**Run 1: cell classes on the final placement**

Fill, decap, tap and diode cells in grey.
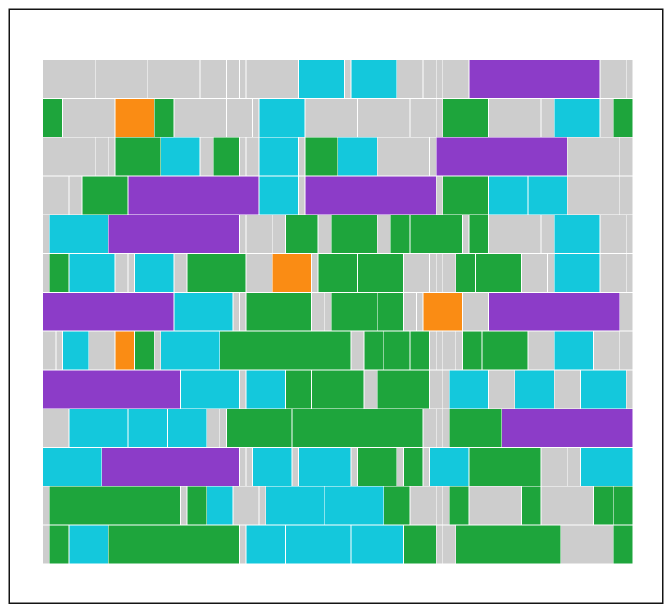
**Run 1: signal wires on met1**

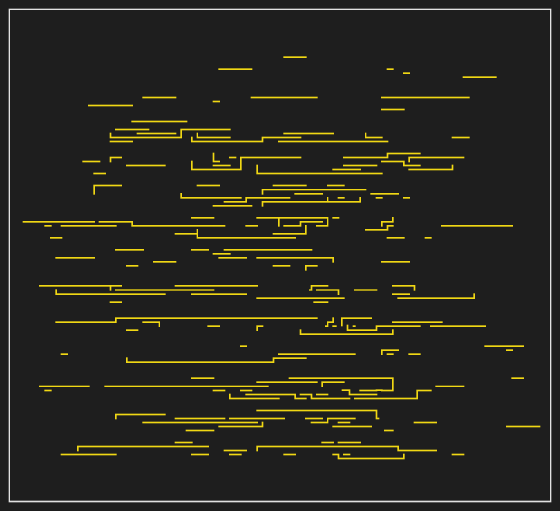
**Run 1: the metal 3 layer**

The bar under the picture is 10 um long.
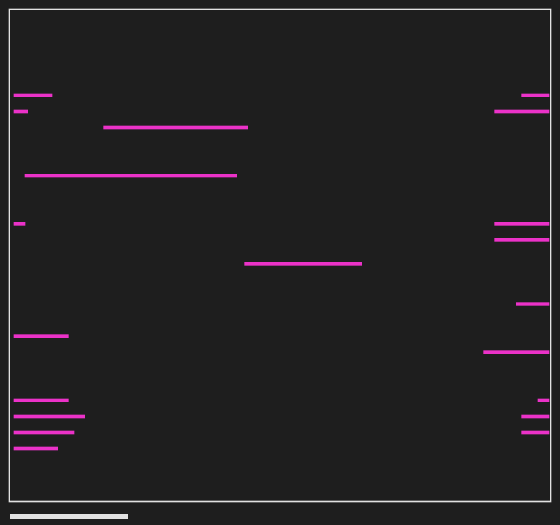
### src/rtl/instruction_fetch_sequencer_if.sv
// Fetch sequencer bus: run/ack/flush control in,
// datapath and memory strobes plus status out.
interface instruction_fetch_sequencer_if;
  logic       Run;
  logic       Ack;
  logic       Flush;
  logic [1:0] ARF_OutDSel;
  logic [1:0] ARF_FunSel;
  logic [2:0] ARF_RegSel;
  logic       Mem_CS;
  logic       Mem_WR;
  logic       IR_Write;
  logic       IR_LH;
  logic       InstrValid;
  logic [1:0] State;
  logic [7:0] FetchCount;

  modport master (
    input  Run, Ack, Flush,
    output ARF_OutDSel, ARF_FunSel, ARF_RegSel,
    output Mem_CS, Mem_WR, IR_Write, IR_LH,
    output InstrValid, State, FetchCount
  );

  modport slave (
    output Run, Ack, Flush,
    input  ARF_OutDSel, ARF_FunSel, ARF_RegSel,
    input  Mem_CS, Mem_WR, IR_Write, IR_LH,
    input  InstrValid, State, FetchCount
  );
endinterface

### src/rtl/instruction_fetch_sequencer.sv
// Two-byte instruction fetch: loads IR low then high
// from memory at PC, then holds until acknowledged.
module instruction_fetch_sequencer #(
  parameter logic [1:0] PC_OUTDSEL = 2'b00,
  parameter logic [2:0] PC_REGSEL  = 3'b100,
  parameter logic [1:0] ARF_INC    = 2'b01
) (
  input logic Clock,
  input logic Reset,
  instruction_fetch_sequencer_if.master bus
);

  typedef enum logic [1:0] {
    IDLE    = 2'b00,
    FETCH_L = 2'b01,
    FETCH_H = 2'b10,
    HOLD    = 2'b11
  } state_t;

  state_t     state;
  state_t     nextState;
  logic [7:0] fetchCount;
  logic       ackTake;

  always_ff @(posedge Clock or negedge Reset) begin
    if (!Reset) begin
      state      <= IDLE;
      fetchCount <= '0;
    end else begin
      state <= nextState;
      if (ackTake) fetchCount <= fetchCount + 8'd1;
    end
  end

  // Flush wins over Ack; Ack only counts out of HOLD
  always_comb begin
    nextState = state;
    ackTake   = 1'b0;
    unique case (state)
      IDLE: begin
        if (bus.Run) nextState = FETCH_L;
      end
      FETCH_L: begin
        nextState = bus.Flush ? IDLE : FETCH_H;
      end
      FETCH_H: begin
        nextState = bus.Flush ? IDLE : HOLD;
      end
      HOLD: begin
        if (bus.Flush) begin
          nextState = IDLE;
        end else if (bus.Ack) begin
          ackTake   = 1'b1;
          nextState = bus.Run ? FETCH_L : IDLE;
        end
      end
      default: nextState = IDLE;
    endcase
  end

  always_comb begin
    bus.ARF_OutDSel = PC_OUTDSEL;
    bus.ARF_FunSel  = ARF_INC;
    bus.Mem_WR      = 1'b0;
    bus.Mem_CS      = 1'b1;
    bus.IR_Write    = 1'b0;
    bus.IR_LH       = 1'b0;
    bus.ARF_RegSel  = 3'b000;
    bus.InstrValid  = 1'b0;
    unique case (1'b1)
      state == FETCH_L: begin
        bus.Mem_CS     = 1'b0;
        bus.IR_Write   = 1'b1;
        bus.ARF_RegSel = PC_REGSEL;
      end
      state == FETCH_H: begin
        bus.Mem_CS     = 1'b0;
        bus.IR_Write   = 1'b1;
        bus.IR_LH      = 1'b1;
        bus.ARF_RegSel = PC_REGSEL;
      end
      state == HOLD: begin
        bus.InstrValid = 1'b1;
      end
      default: ;
    endcase
  end

  assign bus.State      = state;
  assign bus.FetchCount = fetchCount;

endmodule

### src/flat_wrapper.sv
// flat-port wrapper written by rule: the top's interface ports become plain ports
module instruction_fetch_sequencer_flat 
#(
  parameter logic [1:0] PC_OUTDSEL = 2'b00,
  parameter logic [2:0] PC_REGSEL  = 3'b100,
  parameter logic [1:0] ARF_INC    = 2'b01
)
  (Clock, Reset, bus_Run, bus_Ack, bus_Flush, bus_ARF_OutDSel, bus_ARF_FunSel, bus_ARF_RegSel, bus_Mem_CS, bus_Mem_WR, bus_IR_Write, bus_IR_LH, bus_InstrValid, bus_State, bus_FetchCount);
  instruction_fetch_sequencer_if bus_i ();
  input logic Clock;
  input logic Reset;
  input wire logic [$bits(bus_i.Run)-1:0] bus_Run;
  input wire logic [$bits(bus_i.Ack)-1:0] bus_Ack;
  input wire logic [$bits(bus_i.Flush)-1:0] bus_Flush;
  output wire logic [$bits(bus_i.ARF_OutDSel)-1:0] bus_ARF_OutDSel;
  output wire logic [$bits(bus_i.ARF_FunSel)-1:0] bus_ARF_FunSel;
  output wire logic [$bits(bus_i.ARF_RegSel)-1:0] bus_ARF_RegSel;
  output wire logic [$bits(bus_i.Mem_CS)-1:0] bus_Mem_CS;
  output wire logic [$bits(bus_i.Mem_WR)-1:0] bus_Mem_WR;
  output wire logic [$bits(bus_i.IR_Write)-1:0] bus_IR_Write;
  output wire logic [$bits(bus_i.IR_LH)-1:0] bus_IR_LH;
  output wire logic [$bits(bus_i.InstrValid)-1:0] bus_InstrValid;
  output wire logic [$bits(bus_i.State)-1:0] bus_State;
  output wire logic [$bits(bus_i.FetchCount)-1:0] bus_FetchCount;
  assign bus_i.Run = bus_Run;
  assign bus_i.Ack = bus_Ack;
  assign bus_i.Flush = bus_Flush;
  assign bus_ARF_OutDSel = bus_i.ARF_OutDSel;
  assign bus_ARF_FunSel = bus_i.ARF_FunSel;
  assign bus_ARF_RegSel = bus_i.ARF_RegSel;
  assign bus_Mem_CS = bus_i.Mem_CS;
  assign bus_Mem_WR = bus_i.Mem_WR;
  assign bus_IR_Write = bus_i.IR_Write;
  assign bus_IR_LH = bus_i.IR_LH;
  assign bus_InstrValid = bus_i.InstrValid;
  assign bus_State = bus_i.State;
  assign bus_FetchCount = bus_i.FetchCount;
  instruction_fetch_sequencer #(.PC_OUTDSEL(PC_OUTDSEL), .PC_REGSEL(PC_REGSEL), .ARF_INC(ARF_INC)) u_core (.Clock(Clock), .Reset(Reset), .bus(bus_i));
endmodule
### config.mk
export PLATFORM = sky130hd
export DESIGN_NAME = instruction_fetch_sequencer_flat
export DESIGN_NICKNAME = d
export VERILOG_FILES = /design/src/rtl/instruction_fetch_sequencer_if.sv /design/src/rtl/instruction_fetch_sequencer.sv /design/src/flat_wrapper.sv
export SDC_FILE = /design/constraint.sdc
export NUM_CORES = 1
export LEC_CHECK = 0
export ABC_CLOCK_PERIOD_IN_PS = 1500
export CORE_ASPECT_RATIO = 0.9
export CORE_MARGIN = 2
export CORE_UTILIZATION = 41
export DETAILED_ROUTE_END_ITERATION = 6
export PLACE_DENSITY_LB_ADDON = 0.08
export SLEW_MARGIN = 20
export SYNTH_ARGS = -nofsm -noshare
export SYNTH_HDL_FRONTEND = slang
export SYNTH_SLANG_ARGS = --single-unit
### constraint.sdc
create_clock -name Clock -period 1.5 [get_ports Clock]
set_input_delay 0.45 -clock Clock [delete_from_list [all_inputs] [get_ports Clock]]
set_output_delay 0.45 -clock Clock [all_outputs]
set_load 0.02 [all_outputs]
==> changes_impl.md, run 1 <==
### Changed

* Status: finished, violations left
* Failing checks: negative setup slack
* Cell Pwr Density at 1490 mW/mm^2
* Syn Inst Count at 64
* TritonCTS Buffers at 3
* Starting Density at 43.9%
* Placed Area at 946 sq um
* Root Driver: clkbuf_4
* Lkg Pwr at 0.000564 uW
* Global-route wire length before repair at 2.43 mm
* First-pass iteration count of the detailed router at 4
* Crit. End Element: primary output
* Critical Path AT at 1.14 ns
* Flip-flops with a built-in enable at 0
* Post-route cell area at 0.00106 sq mm
* CTS tree: built
* Yosys Instances at 64
* Clk Latency, worst-skew pair at 0.27 ns
* Ys Warns at 0
* Routed len/inst at 12.5 um
* Post-Route Setup TNS at -0.358 ns
* DR iter-0 viols at 9
* Vias in the first global route at 583
* Min setup slack post-route at -0.0938 ns
* Req. time, crit path at 1.05 ns
* Worst setup path category: reg2out
* Initial antenna violation count at 0
* ANT cells at 0
* Chip Area, Yosys at 643 sq um
* Total track usage at 17.8%
* Die Y-Extent at 41.6 um
* Final Wtd Congestion at 0.739
* Cell variety after synth at 24
* Register area share after synthesis at 38.9%
* Ys async rst share at 100%
* Chip Width at 45.7 um
* Largest net degree at the start of global routing at 11
* Critical Path Source Type: flop
* Hold Fails Final Rpt at 0
* Clock slew at reported path FFs at 0.06 ns
* NumNets Final at 116
* Clk sinks at 10
* # setup viols final at 5
* Fillers at 107
* Fin Hold WS at 0.459 ns
* Vias per std cell at 4.70
* Flops after synth at 10
* Die area at 0.00190 sq mm
* Max-slew violations at 0
* Tightest Hold Check Type: reg2reg
* Placed cells at 111
About 'cell classes on the final placement':
all other logic: drawn in green, cells 51, share of their area 40%. flip-flops: drawn in purple, cells 10, share of their area 24%. other buffers and delay cells: drawn in cyan, cells 39, share of their area 33%. clock drivers and dummy loads: drawn in orange, cells 4, share of their area 2.5%.
row count: 13
final core utilization: 72.2%

About 'signal wires on met1':
The wires run mostly horizontal. The longest straight run is 17.0 um. 90 nets have wire on it. The layer carries 606 um of wire. The layer holds 41% of the routed length.
Post-Route WL: 1.48 mm
Via Count: 559

About 'the metal 3 layer':
The layer carries 94.5 um of wire. The wires run mostly horizontal. 18 nets have wire on it.
M3 GR Usage: 6.52%

-- run 1: flip-flops by register name (all words and copies together), names as in the netlist --
register	flops
u_core.bus.State	2
u_core.bus.FetchCount	8
-- run 1: cells in the mapped netlist, types with 2 or more instances --
| master | count |
|---|---|
| xnor2_1 | 2 |
| o21ai_0 | 3 |
| ha_1 | 6 |
| nand4_1 | 2 |
| inv_1 | 6 |
| nand3_1 | 2 |
| nor2_1 | 4 |
| conb_1 | 2 |
| xor2_1 | 5 |
| buf_4 | 8 |
| dfrtp_1 | 10 |
| nand2_1 | 2 |
-- run 1: cells in the final DEF, fill, tap and decap left out, types with 3 or more instances in the layout --
cell type	netlist	layout
nor2_1	4	4
clkdlybuf4s50_1	0	3
dlygate4sd2_1	0	8
buf_6	0	8
conb_1	2	7
buf_4	8	17
ha_4	0	4
dfrtp_1	10	8
inv_1	6	3
inv_2	0	3
xor2_1	5	5
clkbuf_4	0	3
-- run 1: critical path, stage by stage (launching register included) --
cell and delay, ns:
dfrtp_2 0.42, inv_2 0.08, ha_4 0.21, inv_2 0.05, buf_6 0.10
-- run 1: worst paths after layout --
path / cells past startpoint / slack [ns] / from / endpoint
max: 4 / -0.09 / u_core.bus.State[1]$_DFFE_PN0P_ / bus_Mem_CS
min: 1 / 0.46 / u_core.bus.FetchCount[7]$_DFFE_PN0P_ / u_core.bus.FetchCount[7]$_DFFE_PN0P_
max reg2reg: 6 / 0.04 / u_core.bus.State[1]$_DFFE_PN0P_ / u_core.bus.State[0]$_DFFE_PN0P_
min reg2reg: 1 / 0.46 / u_core.bus.FetchCount[7]$_DFFE_PN0P_ / u_core.bus.FetchCount[7]$_DFFE_PN0P_
max in group asynchronous: 1 / 0.68 / Reset / u_core.bus.State[0]$_DFFE_PN0P_
min in group asynchronous: 1 / 0.49 / Reset / u_core.bus.FetchCount[4]$_DFFE_PN0P_
-- run 1: timing repair --
action | CTS | global route
resized | 57 | 6
buffers inserted | 2 | 2
endpoints found under the setup margin | 17 | 7
hold buffers | 0 | 0
endpoints found under the hold margin | 0 | 0
pin swaps | 2 | 2
-- run 1: cell families after synthesis --
group	count (synthesis)	synth area share, %
AND/OR/NAND/NOR	17	15.6
buffers and inverters	14	12.8
flip-flops	10	38.9
XOR/XNOR	7	9.53
adder cells (fa/ha/maj)	6	11.7
AND-OR/OR-AND	6	7.00
other	2	1.17
multiplexers	2	3.31
-- run 1: per-layer routing --
| layer | up-vias | part of all wire [%] | wire length (um) | global-route usage, % |
|---|---|---|---|---|
| met3 | 2 | 6.3 | 94 | 6.52 |
| met4 | 0 | 0.34 | 5 | 5.14 |
| li1 | 279 | - | - | - |
| met5 | - | 0 | 0 | 0 |
| met2 | 21 | 52 | 776 | 30.1 |
| met1 | 257 | 41 | 606 | 20.4 |
-- run 1: area by class of cell --
class | instances | area [sq um] | area share (%)
sequential | 10 | 253 | 23.9
inverter | 6 | 22.5 | 2.13
multi-input combinational | 45 | 397 | 37.5
tap | 15 | 18.8 | 1.78
timing repair buffer | 39 | 340 | 32.2
clock buffer | 4 | 26.3 | 2.49
-- run 1: power breakdown --
part | internal [uW] | switching, uW
clock network | 103 | 92.9
registers | 322 | 30.6
logic | 526 | 504
total | 951 | 627
==> run 2: changes to the inputs <==
--- a/config.mk
+++ b/config.mk
@@ -6,9 +6,12 @@
 export NUM_CORES = 1
 export LEC_CHECK = 0
 export ABC_CLOCK_PERIOD_IN_PS = 1500
+export CELL_PAD_IN_SITES_DETAIL_PLACEMENT = 0
+export CELL_PAD_IN_SITES_GLOBAL_PLACEMENT = 2
 export CORE_ASPECT_RATIO = 0.9
 export CORE_MARGIN = 2
-export CORE_UTILIZATION = 41
+export CORE_UTILIZATION = 24
+export CTS_CLUSTER_SIZE = 30
 export DETAILED_ROUTE_END_ITERATION = 6
 export PLACE_DENSITY_LB_ADDON = 0.08
 export SLEW_MARGIN = 20
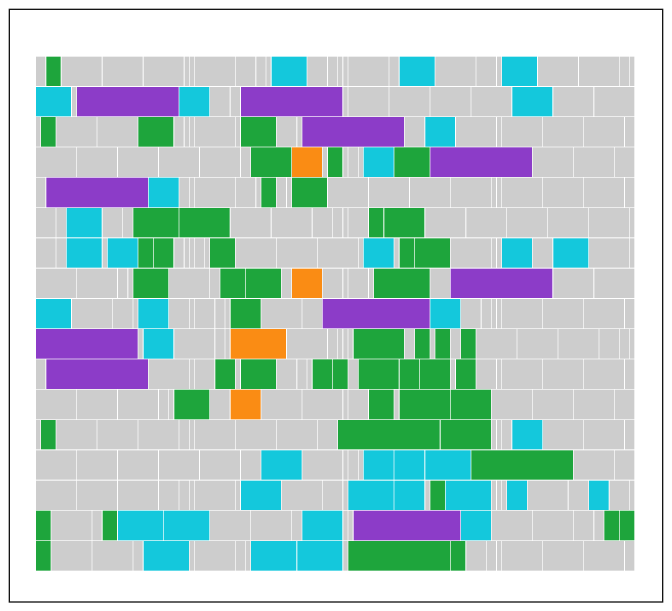
**Above:** run 2 (cell classes on the final placement).
Fill, decap, tap and diode cells in grey.
clock drivers and dummy loads: drawn in orange, cells 4, share of their area 3.6%. all other logic: drawn in green, cells 51, share of their area 39%. other buffers and delay cells: drawn in cyan, cells 37, share of their area 32%. flip-flops: drawn in purple, cells 10, share of their area 25%.
row count: 17
fraction of area in registers: 24.2%
final core utilization: 42.0%
Core Footprint: 0.00249 sq mm
post-route cell area: 0.00105 sq mm

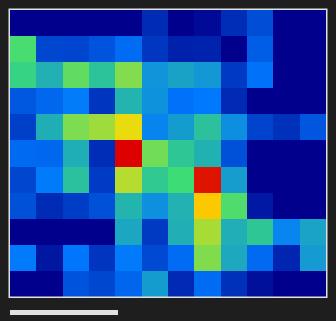
**Above:** run 2 (wire density map).
The bar under the picture is 20 um long. The die is cut into 12 by 11 equal tiles; dark blue is low, red is high, scaled to the fullest tile. Values are wire area over tile area, all layers added.
The mean over all tiles is 0.074. The fullest tile reaches 0.33. 11% of the tiles are over half the peak. The emptiest ninth of the die: north-east. 24% of the tiles are nearly empty.
Via Count: 555
total track usage: 11.5%
Post-Route WL: 1.44 mm

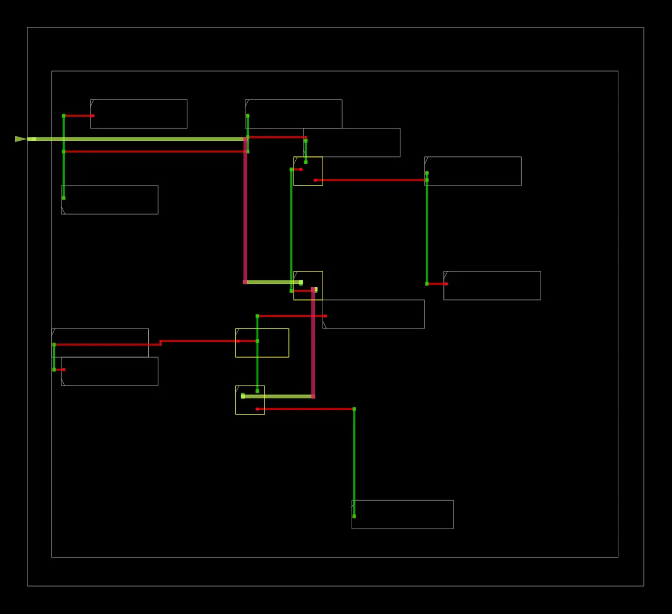
**Above:** run 2 (clock routing).
flip-flops: 10
TritonCTS Buffers: 3

==> run 2 against run 1 <==
  * The flow still finishes with violations (negative setup slack)
  * Sequential share of layout area rose by 0.26 points
  * Sequential power about the same
  * Synthesized cell count stayed put
  * Routed wire length shrank 2.8%
  * Clock power is 29% higher
  * Total power shrank 1.8%
  * First-iteration DRC count is 11% lower
  * Global-route usage fell by 6.3 points
  * Maximum frequency down 0.60%
  * Flip-flop count unchanged
  * Largest cell class unchanged
  * Largest power group unchanged
==> changes_impl.md, run 2 <==
### Changed

* Max_cap viols at 0
* Min cycle time layout at 1.60 ns
* Clk buf depth at 2
* # setup viols final at 5 (unchanged)
* I/O pins at 27
* CTS tree: built
* Main flop type: dfrtp_1
* Max-slew violations at 0 (unchanged)
* Setup Skew at 0.00260 ns
* NumNets Final at 114 (-1.7%)
* Ys async rst share at 100% (unchanged)
* Flip-flops with a built-in enable at 0 (unchanged)
* Residual DRC count at 0
* GR Overflow Total at 0
* Cell variety after synth at 24 (unchanged)
* FF-to-FF Start: u_core.bus.State[0]$_DFFE_PN0P_
* Most numerous logic cell after layout: buf_4
* Status: finished, violations left
* Vias per std cell at 4.27 (-9.1%)
* Crit-path max cell delay at 0.39 ns (-0.03 ns)
* Antenna Nets Post-Route at 0
* Syn Inst Count at 64 (unchanged)
* Final Wtd Congestion at 0.770 (+4.3%)
* Final Power at 1550 uW
* Initial antenna violation count at 0 (unchanged)
* Cell Pwr Density at 1480 mW/mm^2 (-0.78%)
* Worst setup path category: reg2out
* Yosys Instances at 64 (unchanged)
* Chip Width at 58.6 um (+28%)
* R2R Path End: u_core.bus.FetchCount[1]$_DFFE_PN0P_
* Lkg Pwr at 0.000550 uW (-2.4%)
* Die area at 0.00311 sq mm (+64%)
* Worst Reg-to-Reg Cells at 5 (-1)
* Top cells by count: dfrtp_1, buf_4, ha_1, inv_1, xor2_1
* Placed cells at 124 (+12%)
* Chip Area, Yosys at 643 sq um (unchanged)
* Largest net degree at the start of global routing at 7 (-4)
* WP buf/inv at 3 (unchanged)
* CP max FO at 3
* Failing checks: negative setup slack
* Global-route wire length before repair at 2.59 mm (+6.8%)
* Layout cell share with drive strength beyond 1 at 42.2%
* Cell with the most instances after synthesis: dfrtp_1
* DR iter-0 viols at 8 (-1)
* Synthesis-to-finish area growth at 62.6%
* Clk Latency, worst-skew pair at 0.27 ns (about the same)
* Critical Path AT at 1.15 ns (about the same)
* Starting Density at 25.8% (-18 points)
* Flops after synth at 10 (unchanged)
* Root Driver: clkbuf_4
* Clock slew at reported path FFs at 0.07 ns (about the same)
* Max reg flops at 8 (unchanged)
* Die Y-Extent at 53.1 um (+28%)
* Req. time, crit path at 1.05 ns (about the same)
* Hold Fails Final Rpt at 0 (unchanged)
* H-tree depth at 1
* Critical path cell sequence: inv_2, ha_4, inv_2, buf_6
* Max VDD drop at 0.00107 V
* Cell area leaders: dfrtp_1, ha_1, buf_4
* Final worst path period share at 107%
* Synth area leader: dfrtp_1
* Vias in the first global route at 556 (-4.6%)
* Port Buffers at 19
* Fillers at 242 (+130%)
* Log Warnings at 32
* R2R setup slack at 0.06 ns (+0.02 ns)
* Yosys top cell area share at 38.9%
* First-pass iteration count of the detailed router at 4 (unchanged)
* Tightest Hold Check Type: in2async
* Worst path slowest cell: dfrtp_2
* Syn avg cell area at 10.0 sq um
* Register area share after synthesis at 38.9% (unchanged)
* Min setup slack post-route at -0.103 ns (-0.00965 ns)
* Ys Warns at 0 (unchanged)
* Critical Path Source Type: flop
* Clk sinks at 10 (unchanged)
* Fmax at 0.624 GHz
* Detailed Place HPWL at 1.16 mm
* Routed len/inst at 11.1 um (-11%)
* Crit. End Element: primary output
* ANT cells at 0 (unchanged)
* Most frequent CP cell: inv_2
* Top cells excl fill/tap: buf_4, buf_6, dlygate4sd2_1, dfrtp_1, conb_1
* Worst path top cell family by delay: flip-flops
* Final Non-Filler Cells at 130
run 2: cell counts after synthesis:
Identical to the previous run, type by type.
run 2: layer usage:
metal	global-route usage (%)	share of wire [%]	wire length [um]	vias up
li1	-	-	-	274
met1	14.8	47	673	260
met2	17.6	45	654	17
met3	3.18	6.1	88	4
met4	5.81	1.6	23	0
met5	0	0	0	-
run 2: timing repair:
action                                  CTS  global route
pin swaps                                 2             2
buffers inserted                          1             1
hold endpoints to repair                  0             0
resized                                  55             3
endpoints found under the setup margin   17             8
hold buffers                              0             0
run 2: worst max path at each step:
stage / from / endpoint / slack (ns) / depth (start not counted)
2_1_floorplan: u_core.bus.State[0]$_DFFE_PN0P_ / bus_ARF_RegSel[2] / 0.04 / 3
3_3_place_gp: u_core.bus.State[0]$_DFFE_PN0P_ / bus_Mem_CS / -0.31 / 4
3_5_place_dp: u_core.bus.State[0]$_DFFE_PN0P_ / bus_Mem_CS / -0.34 / 4
4_1_cts: u_core.bus.State[0]$_DFFE_PN0P_ / bus_Mem_CS / -0.12 / 4
5_1_grt: u_core.bus.State[0]$_DFFE_PN0P_ / bus_Mem_CS / -0.15 / 4
6_report: u_core.bus.State[0]$_DFFE_PN0P_ / bus_Mem_CS / -0.10 / 4
run 2: area by class of cell:
type / count / area [sq um] / share of cell area, %
clock buffer: 4 / 36.3 / 3.47
inverter: 6 / 22.5 / 2.15
multi-input combinational: 45 / 377 / 36.0
sequential: 10 / 253 / 24.2
tap: 28 / 35.0 / 3.35
timing repair buffer: 37 / 323 / 30.9
run 2: per-stage QoR:
stage / hold WS [ns] / cell area [sq um] / setup slack, ns / setup TNS, ns / util, %
floorplan: 0.154 / 677 / 0.0421 / 0 / -
global placement: 0.455 / 962 / -0.313 / -2.67 / 38.7
detailed placement: 0.463 / 962 / -0.342 / -2.74 / 38.7
CTS: 0.403 / 1020 / -0.117 / -0.449 / 41.2
global route: 0.403 / 1050 / -0.150 / -0.598 / 42.0
finish: 0.399 / 1050 / -0.103 / -0.392 / 42.0
run 2: logic make-up after synthesis:
family | share of synthesized area (%)
mux | 3.31
compound gates | 7.00
flops | 38.9
other cells | 1.17
fa+ha+maj | 11.7
xor+xnor | 9.53
buf+inv | 12.8
simple gates | 15.6
run 2: where the power goes:
part	switching, uW	internal [uW]	total (uW)
combinational	464	476	940
sequential	33.2	322	355
clock	106	147	253
run 2: worst reg2reg max path: cells and delay by family, from the launching register on:
kind / cells / cell delay (ns)
DFF: 1 / 0.43
muxes: 1 / 0.35
buffers and inverters: 2 / 0.26
adders and majority gates: 1 / 0.16
and+or+nand+nor: 1 / 0.14
Power is estimated from default activity; no workload was simulated.
